`src/rtl/song_pkg.sv`:
```
// Shared types and constants for the song sequencer.
//   seq_state_t  : sequencer FSM states
//   song_entry_t : one stored song entry {note, duration}
//   NOTE_REST    : note value meaning silence
//   END_MARK     : duration value that terminates a song
package song_pkg;

    typedef enum logic [1:0] {
        IDLE = 2'd0,
        LOAD = 2'd1,
        PLAY = 2'd2
    } seq_state_t;

    typedef struct packed {
        logic [2:0]  note;
        logic [15:0] duration;
    } song_entry_t;

    localparam logic [2:0]  NOTE_REST = 3'd0;
    localparam logic [15:0] END_MARK  = 16'd0;

    // True when the entry terminates the song.
    function automatic logic is_end_mark(input song_entry_t entry);
        return entry.duration == END_MARK;
    endfunction

endpackage

```
`src/rtl/song_mem.sv`:
```
// Song storage: DEPTH entries of {note, duration}.
//   clk, rst    : clock, synchronous active-high clear of every entry
//   wr_en       : write wr_entry to wr_addr at the clock edge
//   wr_addr     : entry index to write
//   wr_entry    : entry data to write
//   rd_addr     : combinational read index
//   rd_entry    : entry at rd_addr (pre-write value in a write cycle)
//   head_entry  : entry 0, used to decide whether a loop restart is legal
module song_mem
    import song_pkg::*;
#(
    parameter int DEPTH  = 16,
    parameter int ADDR_W = $clog2(DEPTH)
) (
    input  logic              clk,
    input  logic              rst,
    input  logic              wr_en,
    input  logic [ADDR_W-1:0] wr_addr,
    input  song_entry_t       wr_entry,
    input  logic [ADDR_W-1:0] rd_addr,
    output song_entry_t       rd_entry,
    output song_entry_t       head_entry
);

    song_entry_t entries [DEPTH];

    // Each entry is its own register so the whole memory can be cleared in
    // one cycle and read combinationally.
    generate
        for (genvar gi = 0; gi < DEPTH; gi++) begin : g_entry
            song_entry_t entry_reg;

            always_ff @(posedge clk) begin
                if (rst) begin
                    entry_reg <= '0;
                end else if (wr_en && (wr_addr == ADDR_W'(gi))) begin
                    entry_reg <= wr_entry;
                end
            end

            assign entries[gi] = entry_reg;
        end
    endgenerate

    assign rd_entry   = entries[rd_addr];
    assign head_entry = entries[0];

endmodule

```
`src/rtl/song_sequencer.sv`:
```
// Steps the multi-note player through a stored song.
//   clk, rst                 : clock, synchronous active-high reset (also clears the song)
//   wr_en/wr_addr/wr_note/wr_duration : song write port, usable in any state
//   start                    : play from entry 0 (only honoured in IDLE)
//   stop                     : abort playback, pulses player_rst
//   loop                     : at end of song, restart from entry 0
//   play_done                : player idle indication
//   play_load/play_note/play_duration : player load strobe and data (data 0 when not loading)
//   player_rst               : one-cycle player reset on abort
//   busy                     : not IDLE
//   idx                      : current entry index
//   song_done                : one-cycle pulse on normal completion
module song_sequencer
    import song_pkg::*;
#(
    parameter int DEPTH  = 16,
    parameter int ADDR_W = $clog2(DEPTH)
) (
    input  logic              clk,
    input  logic              rst,
    input  logic              wr_en,
    input  logic [ADDR_W-1:0] wr_addr,
    input  logic [2:0]        wr_note,
    input  logic [15:0]       wr_duration,
    input  logic              start,
    input  logic              stop,
    input  logic              loop,
    input  logic              play_done,
    output logic              play_load,
    output logic [2:0]        play_note,
    output logic [15:0]       play_duration,
    output logic              player_rst,
    output logic              busy,
    output logic [ADDR_W-1:0] idx,
    output logic              song_done
);

    seq_state_t        state_reg, state_next;
    logic [ADDR_W-1:0] idx_reg, idx_next;
    logic              first_play_reg, first_play_next;

    song_entry_t wr_entry;
    song_entry_t cur_entry;
    song_entry_t head_entry;

    logic load_fire;
    logic stop_fire;
    logic end_fire;
    logic end_to_idle;

    assign wr_entry = '{note: wr_note, duration: wr_duration};

    song_mem #(
        .DEPTH  (DEPTH),
        .ADDR_W (ADDR_W)
    ) u_mem (
        .clk        (clk),
        .rst        (rst),
        .wr_en      (wr_en),
        .wr_addr    (wr_addr),
        .wr_entry   (wr_entry),
        .rd_addr    (idx_reg),
        .rd_entry   (cur_entry),
        .head_entry (head_entry)
    );

    always_comb begin
        state_next      = state_reg;
        idx_next        = idx_reg;
        first_play_next = 1'b0;
        load_fire       = 1'b0;
        stop_fire       = 1'b0;
        end_fire        = 1'b0;
        end_to_idle     = 1'b0;

        case (state_reg)
            IDLE: begin
                // stop wins over start; stop in IDLE otherwise does nothing
                if (start && !stop) begin
                    state_next = LOAD;
                    idx_next   = '0;
                end
            end
            LOAD: begin
                if (stop) begin
                    stop_fire = 1'b1;
                end else if (is_end_mark(cur_entry)) begin
                    end_fire = 1'b1;
                end else if (play_done) begin
                    load_fire       = 1'b1;
                    state_next      = PLAY;
                    first_play_next = 1'b1;
                end
            end
            PLAY: begin
                // The player only drops done the cycle after a load, so a
                // high done in the first PLAY cycle is stale and ignored.
                if (stop) begin
                    stop_fire = 1'b1;
                end else if (!first_play_reg && play_done) begin
                    if (idx_reg == ADDR_W'(DEPTH - 1)) begin
                        end_fire = 1'b1;
                    end else begin
                        idx_next   = idx_reg + 1'b1;
                        state_next = LOAD;
                    end
                end
            end
            default: begin
                state_next = IDLE;
                idx_next   = '0;
            end
        endcase

        if (stop_fire) begin
            state_next = IDLE;
            idx_next   = '0;
        end

        // A loop restart is only taken if entry 0 holds a real note;
        // otherwise the song would immediately end again one cycle later.
        if (end_fire) begin
            idx_next = '0;
            if (loop && !is_end_mark(head_entry)) begin
                state_next = LOAD;
            end else begin
                state_next  = IDLE;
                end_to_idle = 1'b1;
            end
        end
    end

    always_ff @(posedge clk) begin
        if (rst) begin
            state_reg      <= IDLE;
            idx_reg        <= '0;
            first_play_reg <= 1'b0;
        end else begin
            state_reg      <= state_next;
            idx_reg        <= idx_next;
            first_play_reg <= first_play_next;
        end
    end

    // Outputs are forced low while rst is asserted.
    assign play_load     = !rst && load_fire;
    assign play_note     = play_load ? cur_entry.note : NOTE_REST;
    assign play_duration = play_load ? cur_entry.duration : END_MARK;
    assign player_rst    = !rst && stop_fire;
    assign song_done     = !rst && end_to_idle;
    assign busy          = !rst && (state_reg != IDLE);
    assign idx           = rst ? '0 : idx_reg;

endmodule

```
`config.mk`:
```
export PLATFORM = sky130hd
export DESIGN_NAME = song_sequencer
export DESIGN_NICKNAME = d
export VERILOG_FILES = /design/src/rtl/song_pkg.sv /design/src/rtl/song_mem.sv /design/src/rtl/song_sequencer.sv
export SDC_FILE = /design/constraint.sdc
export NUM_CORES = 1
export LEC_CHECK = 0
export CORE_UTILIZATION = 53
export CTS_BUF_LIST = sky130_fd_sc_hd__clkbuf_4 sky130_fd_sc_hd__clkbuf_8
export DETAILED_ROUTE_END_ITERATION = 7
export PLACE_DENSITY_LB_ADDON = 0.1
export SYNTH_ARGS = -nofsm -noshare
export SYNTH_HDL_FRONTEND = slang
export SYNTH_SLANG_ARGS = --single-unit
```
`constraint.sdc`:
```
create_clock -name clk -period 5.1 [get_ports clk]
set_input_delay 1.02 -clock clk [delete_from_list [all_inputs] [get_ports clk]]
set_output_delay 1.02 -clock clk [all_outputs]
set_load 0.01 [all_outputs]
```
### Gate-type map, run 1

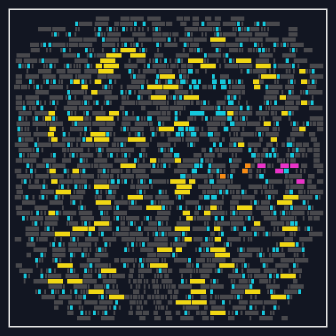
Key: cyan = aoi and oai cells [cells 361, most used a21oi_1, where widely spread]; magenta = fa/ha/maj cells [cells 5, most used ha_1, where right middle]; orange = xor and xnor cells [cells 3, most used xnor2_1]; yellow = mux cells [cells 102, most used mux4_2, where widely spread]
Top cell excl fill/tap: nand2_1
Comb/total area: 0.4420
Finished Layout Cells: 2,074

### Cell classes on the final placement, run 1

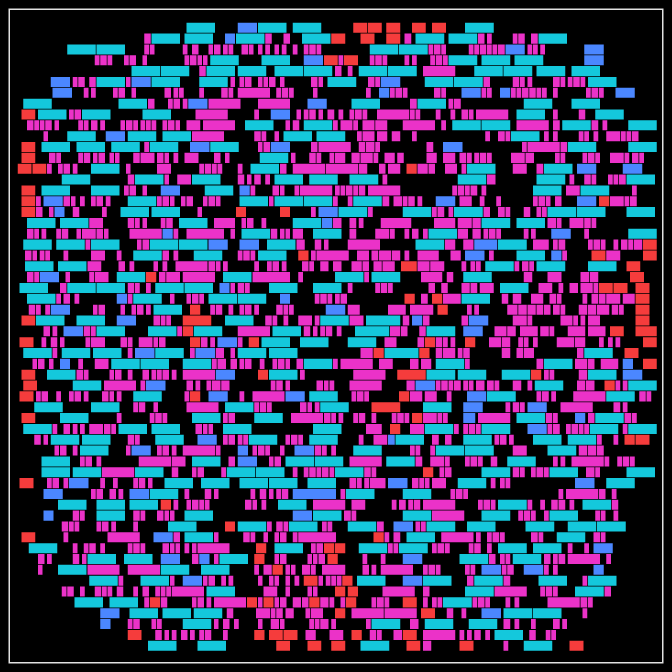
Key: red = remaining buffers and delay cells [cells 106, share of their area 6.4%]; magenta = remaining logic cells [cells 1,233, share of their area 46%]; blue = clock drivers and dummy loads [cells 94, share of their area 7.6%]; cyan = registers [cells 311, share of their area 40%]
row count: 58
Seq area share: 0.3944
Core Area: 0.02540 mm²
final core occ: 0.6226

### Sequential cells grouped by signal name, run 1

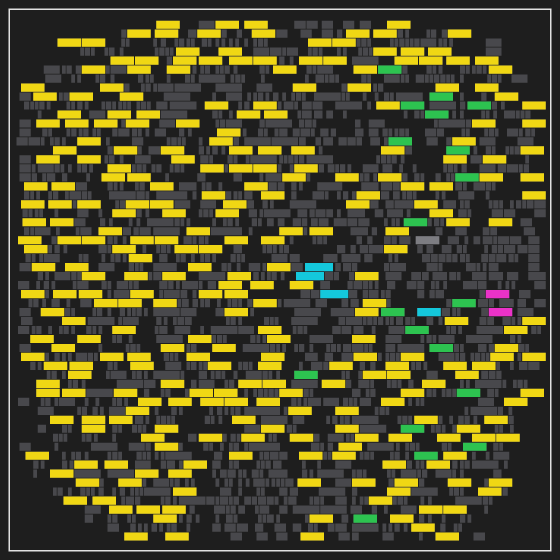
Key: cyan = idx_reg [placed flops 4, where middle]; green = u_mem.head_entry [placed flops 19]; yellow = u_mem.entries [placed flops 285, where widely spread]; magenta = state_reg [placed flops 2]
Another 1 sequential cells are not colored.

==> deck_impl_summary.md, run 1 <==
Flow Results at a Glance

Final timing
  • Slew margin rel.: 0.2330
  • RSZ-0062 raised after global routing: false
  • Final Cycle Share: 0.9680
  • Hold slack: 451.8 ps
  • Highest achievable clock rate: 202.6 MHz
  • Fin. Hold Viols: 0
  • Setup TNS: 0 ps
  • Crit path time final: approximately 4900 ps
  • Final worst slack: between 150 and 200 ps
  • # setup viols final: 0
  • Worst Skew: 25.99 ps
  • Slew Limit Fails: 0
  • Worst Tran Pin Value: 1148 ps

Min path
  • HP Class: reg2reg

Synthesis
  • Largest cells by area: dfxtp_1 45%, nand2_1 17%, a21oi_1 12%
  • Top-count cell post-synth: nand2_1
  • Ys Warns: 0
  • Net Count, Synth: 1,725
  • Yosys synthesis chip area: 0.01384 mm²
  • Synthesized area: 0.01384 mm²
  • Mapped Cells: 1,690
  • Dominant Register Cell: dfxtp_1
  • Number of cells in Yosys stat: 1,690
  • Ys async rst share: 0
  • Synth area leader: dfxtp_1
  • Area share, top type: 0.4500
  • Synth flops: 311
  • Synth unique cells: 59
  • EDFF count, synth: 0
  • Post-synth top cells: 633 x nand2_1, 319 x a21oi_1, 311 x dfxtp_1
  • Syn avg cell area: between 8 and 9 µm²
  • Seq share, synth: 0.4500

Finish
  • Logic area: approximately 0.007 mm²
  • Top cell category: combinational gates
  • Data buffer area share: 0.06211
  • Multi-input comb cells: 1,228
  • Flop count: just over 300
  • Diodes inserted: 0
  • Largest register FFs: around 290
  • Layout Nets: 1,739
  • Layout clock area frac: 0.07421
  • Syn-to-layout area delta: 14.29%
  • Inverter count: 5
  • Layout cells sized above 1: 0.1319
  • Signal buffers: 106
  • Fillers: 2,252
  • Fin area: between 0.015 and 0.02 mm²
  • Clock buffer count: 89
  • FF+latch area: around 0.0062 mm²

Floorplan
  • Die height: between 150 and 200 µm
  • Die Width: 163.6 µm
  • IO Pins: 57
  • Chip area: ~0.027 mm²
  • FP Util: 0.5448
  • TAP cells: 330

Global route
  • First-pass GRT wire length: roughly 68,000 µm
  • Pin count of the biggest net entering global routing: ~110
  • Initial antenna violation count: 0
  • GRT Util Overall: 0.3362
  • Total congestion overflow: 0
  • Vias in the first global route: 11,320

Clock tree
  • Worst-skew pair later-pin latency: about 600 ps
  • CTS Hold Bufs: 0
  • Clock-pin slew on the worst setup and hold paths: 60 ps
  • H-Tree Depth: 2
  • Max Root-Sink Buffers: 3
  • Clock sink count: around 310
  • CTS tree: built
  • Number of buffers created by CTS: 52
  • Root Buffer: clkbuf_8

Routing
  • First-pass DRT Iterations: 5
  • Routed Antenna Nets: 0
  • Drt drc: 0
  • Vias per Instance: ~6
  • Total length of routed wires: 44,430 µm
  • Drt initial violations: 1,506
  • WL per Instance: 21.42 µm
  • Vias: between 10,000 and 15,000

Worst setup path
  • CP peak stage delay: around 530 ps
  • Critical Path AT: 3920 ps
  • CP max FO: 11
  • Kind of start point of the critical path: flop
  • Crit path buffers/inverters: 2
  • Crit end category: output port
  • CP delay by family, top: multiplexers
  • Worst setup path category: reg2out
  • Slowest stage cell, crit path: clkdlybuf4s50_1
  • Worst path cell trace: buf_4 > mux4_2 > mux2i_1 > mux2_2 > nand3_1 > nor3_4 > nand4_2 > a21oi_1 > and4b_1 > clkdlybuf4s50_1
  • Crit path required time: roughly 4100 ps

Placed design
  • PortBufs: around 56
  • Post-place instance area: 0.01459 mm²
  • DPL Wire Length: 28,000 µm
  • Pre-CTS setup slack: just over 500 ps
  • Placer Congestion: 0.9444
  • Placed cells: 1,975

Power and ir drop
  • Tot Pwr: about 5.7 mW
  • Static leakage: 5.185 nW
  • Cell area power density: between 300 and 400 mW/mm²
  • Worst vdd ir: approximately 0.00027 V

Run
  • Tool warnings: 33
  • Max Cap Violations: 0

Status
  • Status: finished clean
-- run 1: logic make-up after synthesis --
family / Yosys count / share of synthesized area
muxes: 102 / 0.1304
buffers and inverters: 151 / 0.04702
AOI/OAI and AO/OA: 373 / 0.1472
and+or+nand+nor: 745 / 0.2190
xor gates and xnor gates: 3 / 0.001899
DFF: 311 / 0.4500
adders and majority gates: 5 / 0.004521
-- run 1: routing by layer --
layer	share of wire	global-route usage	wire length, µm
met5	0	0	0
met4	0.034	0.1389	1530
met3	0.090	0.06247	3987
met2	0.44	0.4987	19680
met1	0.43	0.4794	19230
-- run 1: worst paths after layout --
| path | start | endpoint | slack (ps) | cells after the start |
|---|---|---|---|---|
| worst min register to register | u_mem.entries[66] | u_mem.entries[66] | 450 | 2 |
| worst max-delay path | idx_reg[0] | song_done | 160 | 10 |
| worst min-delay path | u_mem.entries[66] | u_mem.entries[66] | 450 | 2 |
| worst max register to register | idx_reg[0] | state_reg[0] | 1950 | 11 |
-- run 1: placed cells by master, fill, tap and decap left out, types with 4 or more instances in the layout --
cell             count
nand2_1            633
a21oi_1            319
dfxtp_1            308
clkbuf_8            70
mux4_2              58
clkdlybuf4s50_1     55
buf_4               46
mux2i_1             37
nor2_1              32
clkbuf_4            19
nor2b_1             14
nand2b_1            12
a221oi_1            12
nand3_1             11
a22oi_1              8
nor4_1               7
and2_1               6
o21ai_0              6
or2_2                5
ha_1                 5
a211oi_1             4
o22ai_1              4
a22o_1               4
-- run 1: power breakdown --
group	internal [mW]	total [mW]	switching, mW
clock network	1.41	2.42	1.01
logic	0.324	0.777	0.453
registers	2.47	2.51	0.0408
-- run 1: timing repair --
action                                  in CTS  in global routing
setup buffers                                0                  5
gates resized                                0                  4
endpoints found under the setup margin       0                  4
==> run 1 -> run 2 <==
- ABC_CLOCK_PERIOD_IN_PS: unset -> 5100
### Gate-type map, run 2

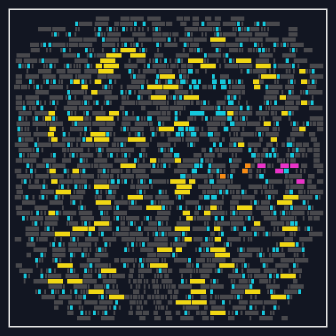
Key: magenta = fa/ha/maj cells [cells 5, most used ha_1, where right middle]; yellow = mux cells [cells 102, most used mux4_2, where widely spread]; cyan = aoi and oai cells [cells 361, most used a21oi_1, where widely spread]; orange = xor and xnor cells [cells 3, most used xnor2_1]

==> run 2 against run 1 <==
Net effect:
- register-to-register slack barely moved
- clock skew did not move
- sequential power barely moved
- critical endpoint unchanged
- non-clock buffer count did not move
- clock power barely moved
- synthesized area did not move
- wire length did not move
==> deck_impl_summary.md, run 2 <==
Flow Results at a Glance

Clock tree
  • Clock-pin slew on the worst setup and hold paths: 60 ps
  • Clock sink count: 311
  • CTS tree: built
  • Number of buffers created by CTS: between 50 and 60
  • Post-cts sizing count: 0
  • Root Buffer: clkbuf_8
  • Max Root-Sink Buffers: 3
  • H-Tree Depth: 2
  • # Post-CTS Setup Buffers: 0
  • CTS Hold Bufs: 0

Routing
  • Metal-1 WL: 19,230 µm
  • Total length of routed wires: 44,430 µm
  • DR WL met2: 19,680 µm
  • Drt drc: 0
  • WL per Instance: 21.42 µm
  • WL met3: 3987 µm
  • Max layer used: met4
  • Vias: 12,360
  • Drt initial violations: 1,506
  • Routed Antenna Nets: 0
  • Vias per Instance: 5.959

Worst setup path
  • CP max FO: 11
  • R2R Setup Slk: 1950 ps
  • CP delay by family, top: multiplexers
  • Slowest stage cell, crit path: clkdlybuf4s50_1
  • Reg-to-Reg End: state_reg[0]
  • Critical Path AT: 3920 ps
  • Crit path required time: 4080 ps
  • Reg2reg path depth: 11
  • Crit path buffers/inverters: 2
  • Worst setup path category: reg2out
  • Startpoint of the worst register-to-register path: idx_reg[0]

Run
  • Tool warnings: 33
  • Max Cap Violations: 0

Global route
  • Initial antenna violation count: 0
  • Total congestion overflow: 0
  • Vias in the first global route: 11,320
  • GR Util met3: 0.06247
  • GRT Util Overall: 0.3362
  • First-pass GRT wire length: 67,590 µm
  • M2 GR Usage: 0.4987
  • Routing usage on met1: 0.4794
  • Busiest grt layer: met2
  • Pin count of the biggest net entering global routing: 109

Floorplan
  • IO Pins: 57
  • Die height: approximately 160 µm
  • Core Area: 0.02540 mm²
  • Die Width: approximately 160 µm
  • FP Util: 0.5448
  • Chip area: 0.02676 mm²

Synthesis
  • Net Count, Synth: roughly 1,700
  • Synth unique cells: 59
  • Area share, top type: 0.4500
  • Yosys synthesis chip area: 0.01384 mm²
  • Top-count cell post-synth: nand2_1
  • Synthesized area: about 0.014 mm²
  • Synth area leader: dfxtp_1
  • Ys async rst share: 0
  • EDFF count, synth: 0
  • Syn avg cell area: between 8 and 9 µm²
  • Synth flops: roughly 310
  • Post-synth top cells: 633 x nand2_1, 319 x a21oi_1, 311 x dfxtp_1
  • Number of cells in Yosys stat: 1,690
  • Seq share, synth: 0.4500
  • Ys Warns: 0
  • Mapped Cells: 1,690
  • Dominant Register Cell: dfxtp_1

Power and ir drop
  • Switching Fraction: 0.2632
  • Sequential power share: 0.440
  • Static leakage: 5.185 nW
  • Tot Pwr: 5.710 mW
  • Cell Int Power: 4.207 mW
  • Cell area power density: 361.1 mW/mm²
  • Comb power frac: 0.136
  • Switching power: 1.503 mW
  • Clock Power Share: 0.424

Placed design
  • Pre-CTS setup slack: 519.1 ps
  • DPL Wire Length: 28,000 µm
  • PortBufs: about 56
  • Placed cells: 1,975
  • Placer Congestion: roughly 0.94
  • Post-place instance area: 0.01459 mm²

Final timing
  • Highest achievable clock rate: 202.6 MHz
  • Hold slack: 451.8 ps
  • Slew margin rel.: 0.2330
  • Final Cycle Share: 0.9680
  • Fin. Hold Viols: 0
  • # setup viols final: 0
  • RSZ-0062 raised after global routing: false
  • Setup TNS: 0 ps
  • Slew Limit Fails: 0
  • Worst Tran Pin Value: ~1100 ps
  • Final worst slack: 163.1 ps

Finish
  • Fillers: 2,252
  • Diodes inserted: 0
  • Fin area: ~0.016 mm²
  • Syn-to-layout area delta: 14.29%
  • Most numerous logic cells after layout: 633 x nand2_1, 319 x a21oi_1, 308 x dfxtp_1
  • Largest register FFs: 285
  • Top cell excl fill/tap: nand2_1
  • Layout Nets: between 1,500 and 2,000
  • Final core occ: 0.6226
  • Layout cells sized above 1: 0.1319

Min path
  • Hold Path Depth: 2
  • Min-Delay Startpoint: u_mem.entries[66]
  • HP Class: reg2reg
  • Hold Path Sink: u_mem.entries[66]

Status
  • Status: finished clean
### Clock distribution, run 2

Scale bar: 50 µm.
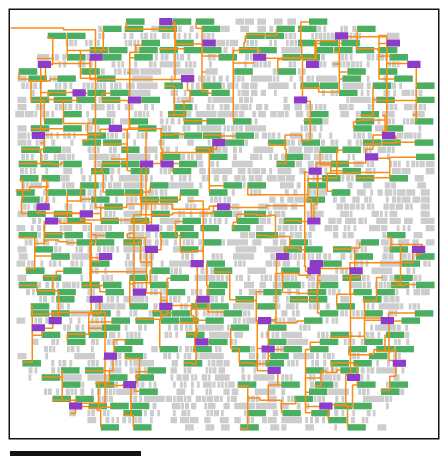
Key: orange = clock wires [length 3,920 µm]; green = flip-flops [count 311]; purple = clock-net drivers [count 52]
Position of the flops: widely spread. There are 53 routed clock nets.
worst-skew pair later-pin latency: 600 ps
Worst Skew: 25.99 ps

-- run 2: cell counts after synthesis --
Identical to the previous run, type by type.
-- run 2: worst min-delay path: cells and delay by family, from the launching register on --
family	cells	cell delay [ps]
flops	1	300
simple gates	1	50
compound gates	1	50
-- run 2: final cells by class --
cell class | instances | area (µm²) | area share
well taps | 330 | 412.9 | 0.02611
clock buffers | 89 | 1106 | 0.06994
multi-input cells | 1228 | 6989 | 0.4420
inverters | 5 | 18.77 | 0.001187
repair buffers | 106 | 982.2 | 0.06211
clock inverters | 5 | 67.56 | 0.004272
flip-flops and latches | 311 | 6237 | 0.3944
-- run 2: power groups by stage --
stage | registers, mW | logic, mW | clock network (mW)
finish | 2.51 | 0.777 | 2.42
global route | 2.51 | 0.831 | 2.56
CTS | 2.53 | 0.730 | 2.44
detailed placement | 2.58 | 0.729 | 0
global placement | 2.58 | 0.722 | 0
floorplan | 2.54 | 0.586 | 0
-- run 2: kinds of logic after synthesis --
kind of cell             Yosys count  synth area share
AND/OR/NAND/NOR                  745            0.2190
flip-flops                       311            0.4500
XOR/XNOR                           3          0.001899
AND-OR/OR-AND                    373            0.1472
buffers and inverters            151           0.04702
multiplexers                     102            0.1304
adder cells (fa/ha/maj)            5          0.004521
-- run 2: worst max-delay path by stage --
| stage | startpoint | slack [ps] | to | cells past startpoint |
|---|---|---|---|---|
| 2_1_floorplan | idx_reg[0] | 1340 | play_note[0] | 8 |
| 3_3_place_gp | stop | 600 | play_note[0] | 5 |
| 3_5_place_dp | stop | 520 | play_note[1] | 5 |
| 4_1_cts | idx_reg[1] | 2 | song_done | 11 |
| 5_1_grt | idx_reg[1] | 30 | song_done | 11 |
| 6_report | idx_reg[0] | 160 | song_done | 10 |
### Sequential cells grouped by signal name, run 2

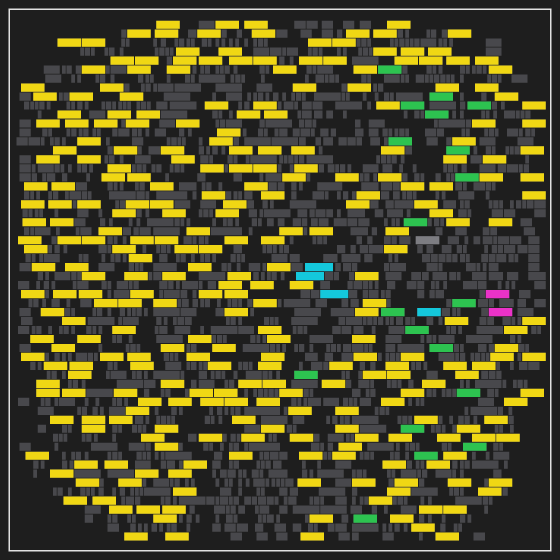

==> run 2 -> run 3 <==
- CORE_UTILIZATION: 53 -> 30
### Sequential cells grouped by signal name, run 3

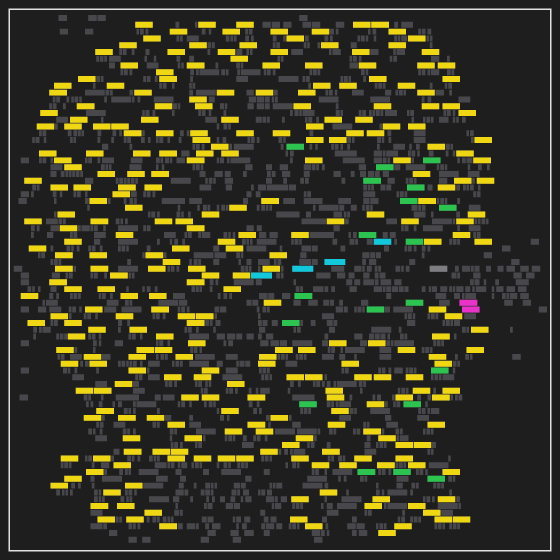
Key: magenta = state_reg [placed flops 2]; cyan = idx_reg [placed flops 4, where middle]; green = u_mem.head_entry [placed flops 19]; yellow = u_mem.entries [placed flops 285, where widely spread]
Another 1 sequential cells are not colored.
FF+latch area: 0.006237 mm²
final core occ: 0.3575
Seq area share: 0.3836
seq pwr: 2.51 mW

==> run 3 against run 2 <==
Net effect:
- power increased by 2.3%
- combinational power increased by 15%
- utilization decreased by 27 points
- global-route usage decreased by 11 points
- first-iteration DRC count decreased by 31%
==> deck_impl_summary.md, run 3 <==
Flow Results at a Glance

Worst setup path
  • Slowest stage cell, crit path: mux4_2
  • Worst path cell trace: buf_6 > mux4_2 > mux2i_1 > mux2_2 > nand3_1 > nor3_4 > nand4_2 > a21oi_1 > and4b_1 > clkdlybuf4s50_1
  • Critical path depth: 10
  • Crit path buffers/inverters: 2
  • Worst setup path category: reg2out
  • CP peak stage delay: 540 ps
  • Kind of start point of the critical path: flop
  • Critical Path AT: just under 4000 ps
  • R2R Setup Slk: ~1900 ps
  • Crit path required time: 4080 ps
  • CP max FO: 11
  • Startpoint of the worst register-to-register path: idx_reg[2]
  • Reg2reg path depth: 10
  • Reg-to-Reg End: state_reg[0]
  • Crit end category: output port

Synthesis
  • Post-synth top cells: 633 x nand2_1, 319 x a21oi_1, 311 x dfxtp_1
  • EDFF count, synth: 0
  • Ys Warns: 0
  • Syn avg cell area: 8.188 µm²
  • Dominant Register Cell: dfxtp_1
  • Ys async rst share: 0
  • Net Count, Synth: 1,725
  • Synth area leader: dfxtp_1
  • Largest cells by area: dfxtp_1 45%, nand2_1 17%, a21oi_1 12%
  • Synth flops: between 300 and 400
  • Number of cells in Yosys stat: 1,690
  • Seq share, synth: 0.4500
  • Synthesized area: 0.01384 mm²
  • Area share, top type: 0.4500
  • Top-count cell post-synth: nand2_1

Global route
  • GR Util met3: 0.04291
  • GRT Util Overall: 0.2248
  • M2 GR Usage: 0.3432
  • Pin count of the biggest net entering global routing: 84
  • Initial antenna violation count: 0
  • Total congestion overflow: 0
  • Vias in the first global route: about 11,000
  • Busiest grt layer: met2

Finish
  • Top cell excl fill/tap: nand2_1
  • Syn-to-layout area delta: 17.50%
  • Layout Nets: 1,746
  • Diodes inserted: 0
  • Largest register FFs: 285
  • Layout cells sized above 1: 0.1429
  • Most numerous logic cells after layout: 633 x nand2_1, 318 x a21oi_1, 308 x dfxtp_1

Power and ir drop
  • Switching Fraction: 0.2793
  • Clock Power Share: 0.418
  • Worst vdd ir: 0.0001825 V
  • Logic power comb: 0.894 mW
  • Cell Int Power: 4.209 mW
  • Max power group: sequential cells
  • Static leakage: 5.210 nW
  • Cell area power density: 359.2 mW/mm²
  • Switching power: 1.631 mW
  • Tot Pwr: 5.840 mW

Status
  • Status: finished clean

Run
  • Tool warnings: 30

Routing
  • Total length of routed wires: roughly 54,000 µm
  • WL met3: 3366 µm
  • WL per Instance: 22.79 µm
  • Vias: approximately 12,000
  • Routed Antenna Nets: 0
  • Vias per Instance: 5.175
  • Metal-1 WL: 25,580 µm
  • Max layer used: met4
  • First-pass DRT Iterations: 5
  • Drt initial violations: 1,043
  • Drt drc: 0

Min path
  • HP Class: reg2reg
  • Hold Path Depth: 2
  • Hold Path Sink: u_mem.entries[263]

Floorplan
  • Row count: 78
  • Chip area: around 0.047 mm²
  • Die height: 216.8 µm
  • FP Util: 0.3043
  • IO Pins: 57
  • Die Width: 216.8 µm

Final timing
  • Worst Skew: 12.86 ps
  • Slew margin rel.: 0.1970
  • Slew Limit Fails: 0
  • Highest achievable clock rate: between 200 and 250 MHz
  • # setup viols final: 0
  • Fin. Hold Viols: 0
  • Hold slack: 449.5 ps
  • Final Cycle Share: 0.9720
  • Worst Tran Pin Value: 1202 ps

Clock tree
  • CTS tree: built
  • Max Root-Sink Buffers: 3
  • Clock-pin slew on the worst setup and hold paths: ~60 ps
  • Worst-skew pair later-pin latency: roughly 650 ps
  • CTS Hold Bufs: 0
  • H-Tree Depth: 2
  • Clock sink count: ~310

Placed design
  • Pre-CTS setup slack: 474.1 ps
  • Post-place instance area: 0.01495 mm²
  • PortBufs: 56
### Cell classes on the final placement, run 3

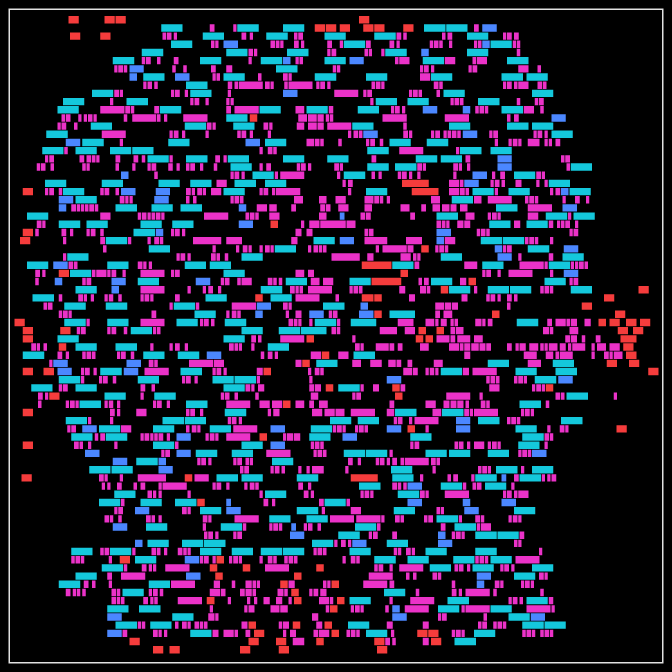
Key: magenta = remaining logic cells [cells 1,233, share of their area 46%]; blue = clock drivers and dummy loads [cells 96, share of their area 7.4%]; red = remaining buffers and delay cells [cells 109, share of their area 6.8%]; cyan = registers [cells 311, share of their area 40%]
fin area: 0.01626 mm²
Core Area: 0.04548 mm²

==> run 3: cell counts after synthesis <==
No cell type changed its count.
==> run 3: per-stage QoR <==
| stage | TNS (ps) | cells |
|---|---|---|
| 3_3_place_gp | 0 | 2246 |
| 5_1_grt | -7.316 | 2349 |
| 6_report | 0 | 2349 |
| 3_5_place_dp | 0 | 2246 |
| 2_1_floorplan | 0 | 1690 |
| 4_1_cts | -47.49 | 2342 |
==> run 3: layout make-up <==
cell class,instances,area (µm²)
Multi-Input combinational cell,1228,7043
Fill cell,4712,29220
Clock buffer,90,1114
Tap cell,600,750.7
Timing Repair Buffer,109,1060
Sequential cell,311,6237
Clock inverter,6,35.03
Inverter,5,18.77
==> run 3: what timing repair did <==
| item | CTS | global route |
|---|---|---|
| endpoints found under the hold margin | 0 | 0 |
| gates cloned | 0 | 3 |
| pin swaps | 0 | 2 |
| endpoints found under the setup margin | 4 | 5 |
| gates resized | 4 | 8 |
| setup buffers | 0 | 4 |
==> run 3: worst max path at each step <==
stage / slack (ps) / startpoint / to
after floorplan: 1340 / idx_reg[0] / play_note[0]
after global placement: 410 / play_done / play_duration[14]
after detailed placement: 470 / play_done / play_duration[14]
after CTS: -50 / idx_reg[0] / song_done
after global routing: -7 / idx_reg[0] / song_done
final: 140 / idx_reg[0] / song_done
==> run 3: logic make-up after synthesis <==
group	Yosys count	synth area share
adder cells (fa/ha/maj)	5	0.004521
XOR/XNOR	3	0.001899
AND/OR/NAND/NOR	745	0.2190
flip-flops	311	0.4500
multiplexers	102	0.1304
AND-OR/OR-AND	373	0.1472
buffers and inverters	151	0.04702
==> run 3: tightest hold or removal path, delay by kind of cell, from the launching register on <==
kind	cells	cell delay, ps
simple gates	1	50
compound gates	1	50
flops	1	300

==> screenshots <==
The clock network.
shot_01.png
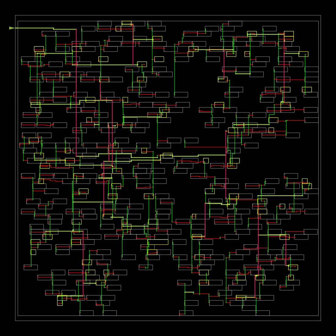
shot_02.png
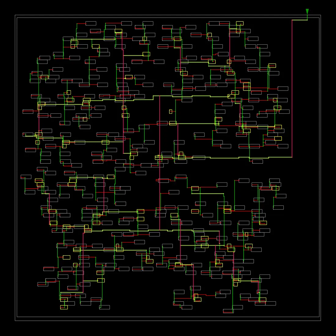
shot_01.png comes from run 2.
shot_02.png comes from run 3.

Power is estimated from default activity; no workload was simulated.
